$ cat config.mk
export PLATFORM = sky130hd
export DESIGN_NAME = uart_rx
export DESIGN_NICKNAME = d
export VERILOG_FILES = /design/src/rtl/uart_rx.sv
export SDC_FILE = /design/constraint.sdc
export NUM_CORES = 1
export LEC_CHECK = 0
export CAP_MARGIN = 25
export CORE_MARGIN = 5
export CORE_UTILIZATION = 52
export CTS_CLUSTER_SIZE = 30
export DETAILED_ROUTE_END_ITERATION = 12
export GPL_TIMING_DRIVEN = 0
export PLACE_DENSITY = 0.75
export SYNTH_ARGS = -nofsm -noshare
export SYNTH_HDL_FRONTEND = slang
export SYNTH_SLANG_ARGS = --single-unit
$ cat constraint.sdc
create_clock -name CLK -period 1.9 [get_ports CLK]
set_input_delay 0.285 -clock CLK [delete_from_list [all_inputs] [get_ports CLK]]
set_output_delay 0.285 -clock CLK [all_outputs]
set_load 0.01 [all_outputs]
$ cat src/rtl/uart_rx.sv
// UART receiver, 8N1, LSB first.
// The serial line is synchronised, the start bit is qualified at its midpoint,
// and every following bit is sampled one bit period later, close to its centre.
// A low stop bit raises a frame error and parks the receiver until the line
// returns high, so a held-low (break) line produces no further strobes.
module uart_rx #(
   parameter int CLK_HZ = 100_000_000,
   parameter int BAUD   = 115_200
) (
   input  logic       CLK,
   input  logic       rst_n,
   input  logic       rx,
   output logic [7:0] rx_data,
   output logic       rx_valid,
   output logic       err_frame,
   output logic       busy
);

   localparam int CLKS_PER_BIT = CLK_HZ / BAUD;
   localparam int CNT_W        = (CLKS_PER_BIT > 1) ? $clog2(CLKS_PER_BIT) : 1;

   localparam logic [CNT_W-1:0] CNT_ZERO = CNT_W'(0);
   localparam logic [CNT_W-1:0] CNT_ONE  = CNT_W'(1);
   localparam logic [CNT_W-1:0] CNT_MID  = CNT_W'(CLKS_PER_BIT / 2 - 1);
   localparam logic [CNT_W-1:0] CNT_END  = CNT_W'(CLKS_PER_BIT - 1);

   // Fewer than four clocks per bit leaves no room to find the bit centre.
   generate
      if (CLKS_PER_BIT < 4) begin : g_bad_ratio
         $error("uart_rx: CLK_HZ/BAUD must be at least 4");
      end
   endgenerate

   typedef enum logic [2:0] {
      S_IDLE  = 3'd0,
      S_START = 3'd1,
      S_DATA  = 3'd2,
      S_STOP  = 3'd3,
      S_BREAK = 3'd4
   } state_t;

   // registers
   logic             r_sync1;
   logic             r_sync2;
   state_t           r_state;
   logic [CNT_W-1:0] r_cnt;
   logic [2:0]       r_bidx;
   logic [7:0]       r_shift;
   logic [7:0]       r_data;
   logic             r_valid;
   logic             r_err;
   logic             r_busy;

   // combinational next values
   logic             w_rx_s;
   state_t           w_state_nxt;
   logic [CNT_W-1:0] w_cnt_nxt;
   logic [2:0]       w_bidx_nxt;
   logic [7:0]       w_shift_nxt;
   logic             w_load;
   logic             w_valid_nxt;
   logic             w_err_nxt;

   assign w_rx_s    = r_sync2;
   assign rx_data   = r_data;
   assign rx_valid  = r_valid;
   assign err_frame = r_err;
   assign busy      = r_busy;

   // Two-flop synchroniser for the asynchronous line; idles high out of reset.
   always_ff @(posedge CLK or negedge rst_n) begin
      if (!rst_n) begin
         r_sync1 <= 1'b1;
         r_sync2 <= 1'b1;
      end else begin
         r_sync1 <= rx;
         r_sync2 <= r_sync1;
      end
   end

   // Next-state, counter, bit index and strobe decisions.
   always_comb begin
      w_state_nxt = r_state;
      w_cnt_nxt   = r_cnt + CNT_ONE;
      w_bidx_nxt  = r_bidx;
      w_shift_nxt = r_shift;
      w_load      = 1'b0;
      w_valid_nxt = 1'b0;
      w_err_nxt   = 1'b0;

      case (r_state)
         S_IDLE: begin
            w_cnt_nxt = CNT_ZERO;
            if (!w_rx_s) begin
               w_state_nxt = S_START;
            end else begin
               w_state_nxt = S_IDLE;
            end
         end

         S_START: begin
            if (r_cnt == CNT_MID) begin
               w_cnt_nxt = CNT_ZERO;
               if (!w_rx_s) begin
                  w_state_nxt = S_DATA;
                  w_bidx_nxt  = 3'd0;
               end else begin
                  // line went back high before mid start bit: a glitch
                  w_state_nxt = S_IDLE;
               end
            end else begin
               w_state_nxt = S_START;
            end
         end

         S_DATA: begin
            if (r_cnt == CNT_END) begin
               w_cnt_nxt           = CNT_ZERO;
               w_shift_nxt[r_bidx] = w_rx_s;
               w_bidx_nxt          = r_bidx + 3'd1;
               if (r_bidx == 3'd7) begin
                  w_state_nxt = S_STOP;
               end else begin
                  w_state_nxt = S_DATA;
               end
            end else begin
               w_state_nxt = S_DATA;
            end
         end

         S_STOP: begin
            if (r_cnt == CNT_END) begin
               // mid stop bit: leave now so a following start edge is caught
               w_cnt_nxt = CNT_ZERO;
               if (w_rx_s) begin
                  w_load      = 1'b1;
                  w_valid_nxt = 1'b1;
                  w_state_nxt = S_IDLE;
               end else begin
                  w_err_nxt   = 1'b1;
                  w_state_nxt = S_BREAK;
               end
            end else begin
               w_state_nxt = S_STOP;
            end
         end

         S_BREAK: begin
            w_cnt_nxt = CNT_ZERO;
            if (w_rx_s) begin
               w_state_nxt = S_IDLE;
            end else begin
               w_state_nxt = S_BREAK;
            end
         end

         default: begin
            w_state_nxt = S_IDLE;
            w_cnt_nxt   = CNT_ZERO;
            w_bidx_nxt  = 3'd0;
         end
      endcase
   end

   // State register and busy flag, which mirrors "state is not idle".
   always_ff @(posedge CLK or negedge rst_n) begin
      if (!rst_n) begin
         r_state <= S_IDLE;
         r_busy  <= 1'b0;
      end else begin
         r_state <= w_state_nxt;
         r_busy  <= (w_state_nxt != S_IDLE);
      end
   end

   // Bit timing counter, bit index and shift register.
   always_ff @(posedge CLK or negedge rst_n) begin
      if (!rst_n) begin
         r_cnt   <= CNT_ZERO;
         r_bidx  <= 3'd0;
         r_shift <= 8'h00;
      end else begin
         r_cnt   <= w_cnt_nxt;
         r_bidx  <= w_bidx_nxt;
         r_shift <= w_shift_nxt;
      end
   end

   // Registered output byte and one-cycle strobes.
   always_ff @(posedge CLK or negedge rst_n) begin
      if (!rst_n) begin
         r_data  <= 8'h00;
         r_valid <= 1'b0;
         r_err   <= 1'b0;
      end else begin
         if (w_load) begin
            r_data <= r_shift;
         end
         r_valid <= w_valid_nxt;
         r_err   <= w_err_nxt;
      end
   end

endmodule

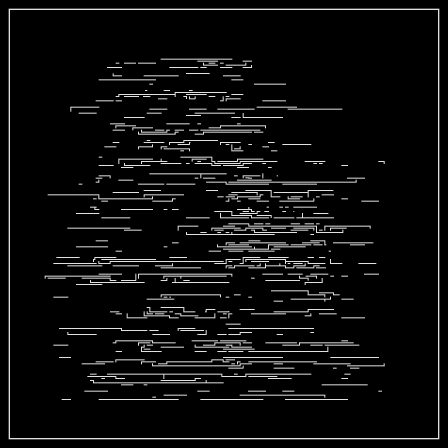
**Above:** metal 1.
nets with wire on the layer: 170
wire length on this layer: 1,510 um

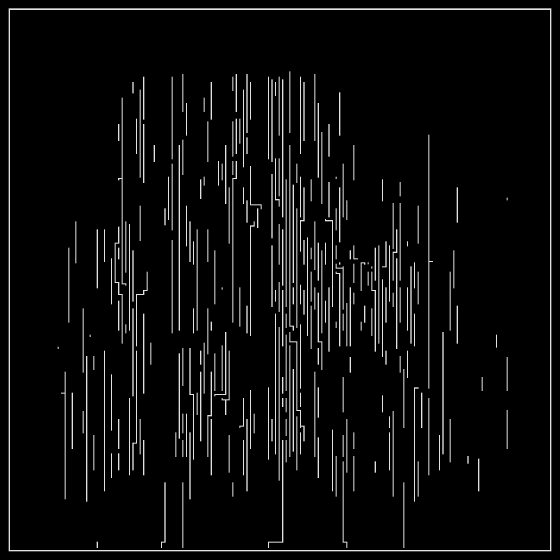
**Above:** M2 wires.
longest straight run: 32.6 um
wire length on this layer: 1,680 um
nets with wire on the layer: 162
main direction: vertical
share of all routed wire: 50%

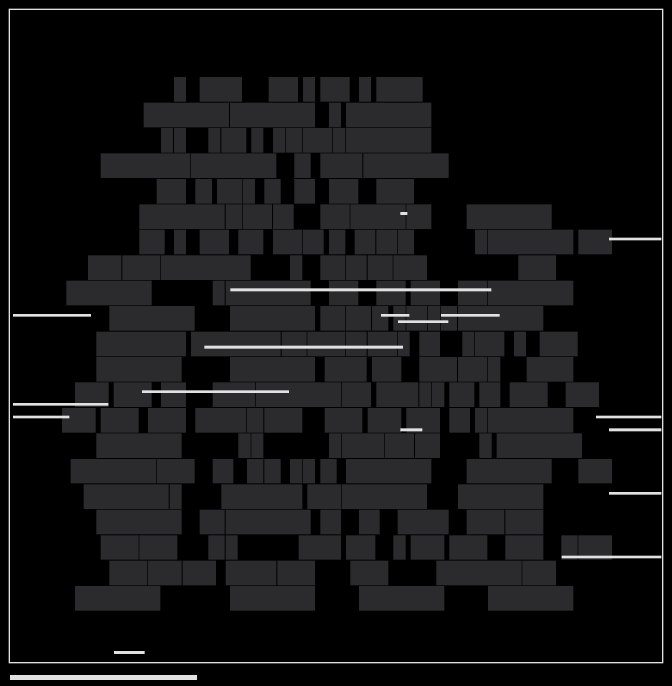
**Above:** the metal 3 layer.
Scale bar: 20 um.
nets with wire on the layer: 14
share of all routed wire: 4.1%

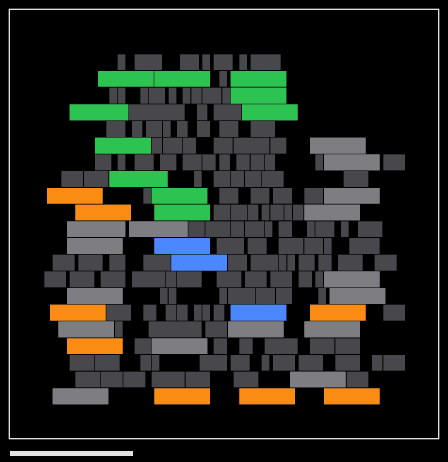
**Above:** sequential cells coloured by netlist name.
Scale bar: 20 um. Other sequential cells in the stronger grey, the rest of the logic in the fainter grey.
legend:
  orange:
    netlist_name: rx_data
    flops: 8
  blue:
    netlist_name: r_bidx
    flops: 3
  green:
    netlist_name: r_cnt
    flops: 10
not coloured: 16

==> out/README.md <==
| Quantity | This run |
| --- | --- |
| Uppermost layer routed | met4 |
| Synthesized area per cell | 11.8 um^2 |
| Post-synthesis cell type with the largest instance count | dfrtp_1 |
| Antenna violations before repair | 0 |
| Number of max-cap violations | 0 |
| Total routing usage reported by global routing | 0.142 |
| Clk_lat worst skew | 0.33 ns |
| Cell area reported after detailed placement | 2040 um^2 |
| Global-route wire length before repair | 5.54 mm |
| Length of routed wiring on met1 | 1.51 mm |
| Detail-routed net length per standard cell | 14.6 um |
| Unique cell types | 42 |
| Crit Path Category | reg -> reg |
| Placement Rows | 21 |
| GP Congestion | 0.830 |
| Root buffer selected by CTS | clkbuf_4 |
| Routed met2 length | 1.68 mm |
| Detail Placement HPWL | 2.31 mm |
| Total number of H-tree levels | 2 |
| Worst-margin pin slew | 0.786 ns |
| Number of remaining DRC errors | 0 |
| Met2 usage | 0.228 |
| Longest Clk Path Bufs | 2 |
| Residual antenna-violating net count after detailed routing | 0 |
| Fin crit share | 0.971 |
| Post-synthesis chip area from yosys | 1850 um^2 |
| Setup Viol. Count Final | 0 |
| Cell at the slowest stage of the critical path | dfrtp_1 |
| CTS tree | built |
| Dominant cell area share | 0.473 |
| Cell Area, Synth | 1850 um^2 |
| Ordered list of cells on the worst path | ha_4 > and4bb_4 > and4_4 > buf_6 > nor4b_4 > mux2_4 |
| Stage-log warning count | 28 |
| Number of diodes | 0 |
| IO buf count | 13 |
| Complex Gates by Area | 0.0547 |
| Number of hold buffers added after CTS | 0 |
| Final TNS setup | 0 ns |
| Setup repair after global routing missed its margin | yes |
| Clk pin slew, worst setup/hold paths | 0.11 ns |
| Overall power after layout | 1240 uW |
| Multiplexer share | 0.0972 |
| Initial detailed-routing violation count | 65 |
| Leakage power | 0.00100 uW |
| Maximum fanout encountered on the critical timing path | 6 |
| Power per standard cell area | 568 nW/um^2 |
| Sequential-to-total area share from yosys stat | 0.501 |
| Via count of the first global-routing pass | 1,231 |
| Final Critical Period | 1.85 ns |
| Synth area leaders | dfrtp_1 47%, mux2_1 9.7%, nor2_1 3.4%, buf_6 3.0%, dfstp_2 2.8% |
| Final Hold Fails | 0 |
| Count of cell instances traversed by the critical path | 6 |
| Most common cell after layout, fill and taps aside | dfrtp_1 |
| Max-slew violation total from the final report | 0 |
| Number of standard cells in the layout, taps in and fillers out | 231 |
| Max-slew headroom at the worst pin | 0.476 |
| Fin Hold WS | 0.0182 ns |
| Met1 capacity usage during global routing | 0.182 |
| First drt pass iteration count | 4 |
| Run status | completed |
kinds of logic after synthesis:
logic type | after synthesis
AOI/OAI and AO/OA | 14
muxes | 16
xor gates and xnor gates | 8
DFF | 37
adders and majority gates | 4
and+or+nand+nor | 62
buffers and inverters | 16
worst paths after layout:
path                              end  startpoint  slack [ns]
setup / recovery           r_shift[4]    r_cnt[1]        0.05
hold / removal             rx_data[4]       rst_n        0.02
setup reg to reg           r_shift[4]    r_cnt[1]        0.05
hold reg to reg               r_sync2     r_sync1        0.36
max in group asynchronous    r_cnt[3]       rst_n        1.33
min in group CLK              r_sync1          rx        0.36
sequential cells by signal (all words and copies together) (netlist names):
| name | cells |
|---|---|
| r_cnt | 10 |
| r_bidx | 3 |
| rx_valid | 1 |
| r_sync1 | 1 |
| err_frame | 1 |
| r_shift | 8 |
| busy | 1 |
| rx_data | 8 |
| r_state | 3 |
| r_sync2 | 1 |
where the power goes:
group,internal [uW],switching [uW]
Combinational,4.62,17.3
Sequential,791,2.30
Clock,183,241
worst reg2reg max path: cells and delay by family, from the launching register on:
kind | cells | cell delay (ns)
simple gates | 3 | 0.74
flops | 1 | 0.41
mux | 1 | 0.32
fa+ha+maj | 1 | 0.17
buf+inv | 1 | 0.11
layout make-up:
cell class	count	area (um^2)
flip-flops and latches	37	931
plain buffers	9	91.3
multi-input cells	104	838
repair buffers	20	175
inverters	7	26.3
well taps	46	57.6
clock buffers	8	58.8
fillers	261	1210
per-stage QoR:
stage | util | setup slack (ns)
floorplan | - | 0.0201
global placement | 0.602 | -0.198
detailed placement | 0.601 | -0.145
CTS | 0.626 | 0.00660
global route | 0.643 | -0.00850
finish | 0.643 | 0.0548
timing repair:
action / CTS / global route
gates resized: 2 / 8
gates cloned: 0 / 1
endpoints found under the setup margin: 16 / 22
buffers inserted: 2 / 4
Power and IR drop assume default switching activity.
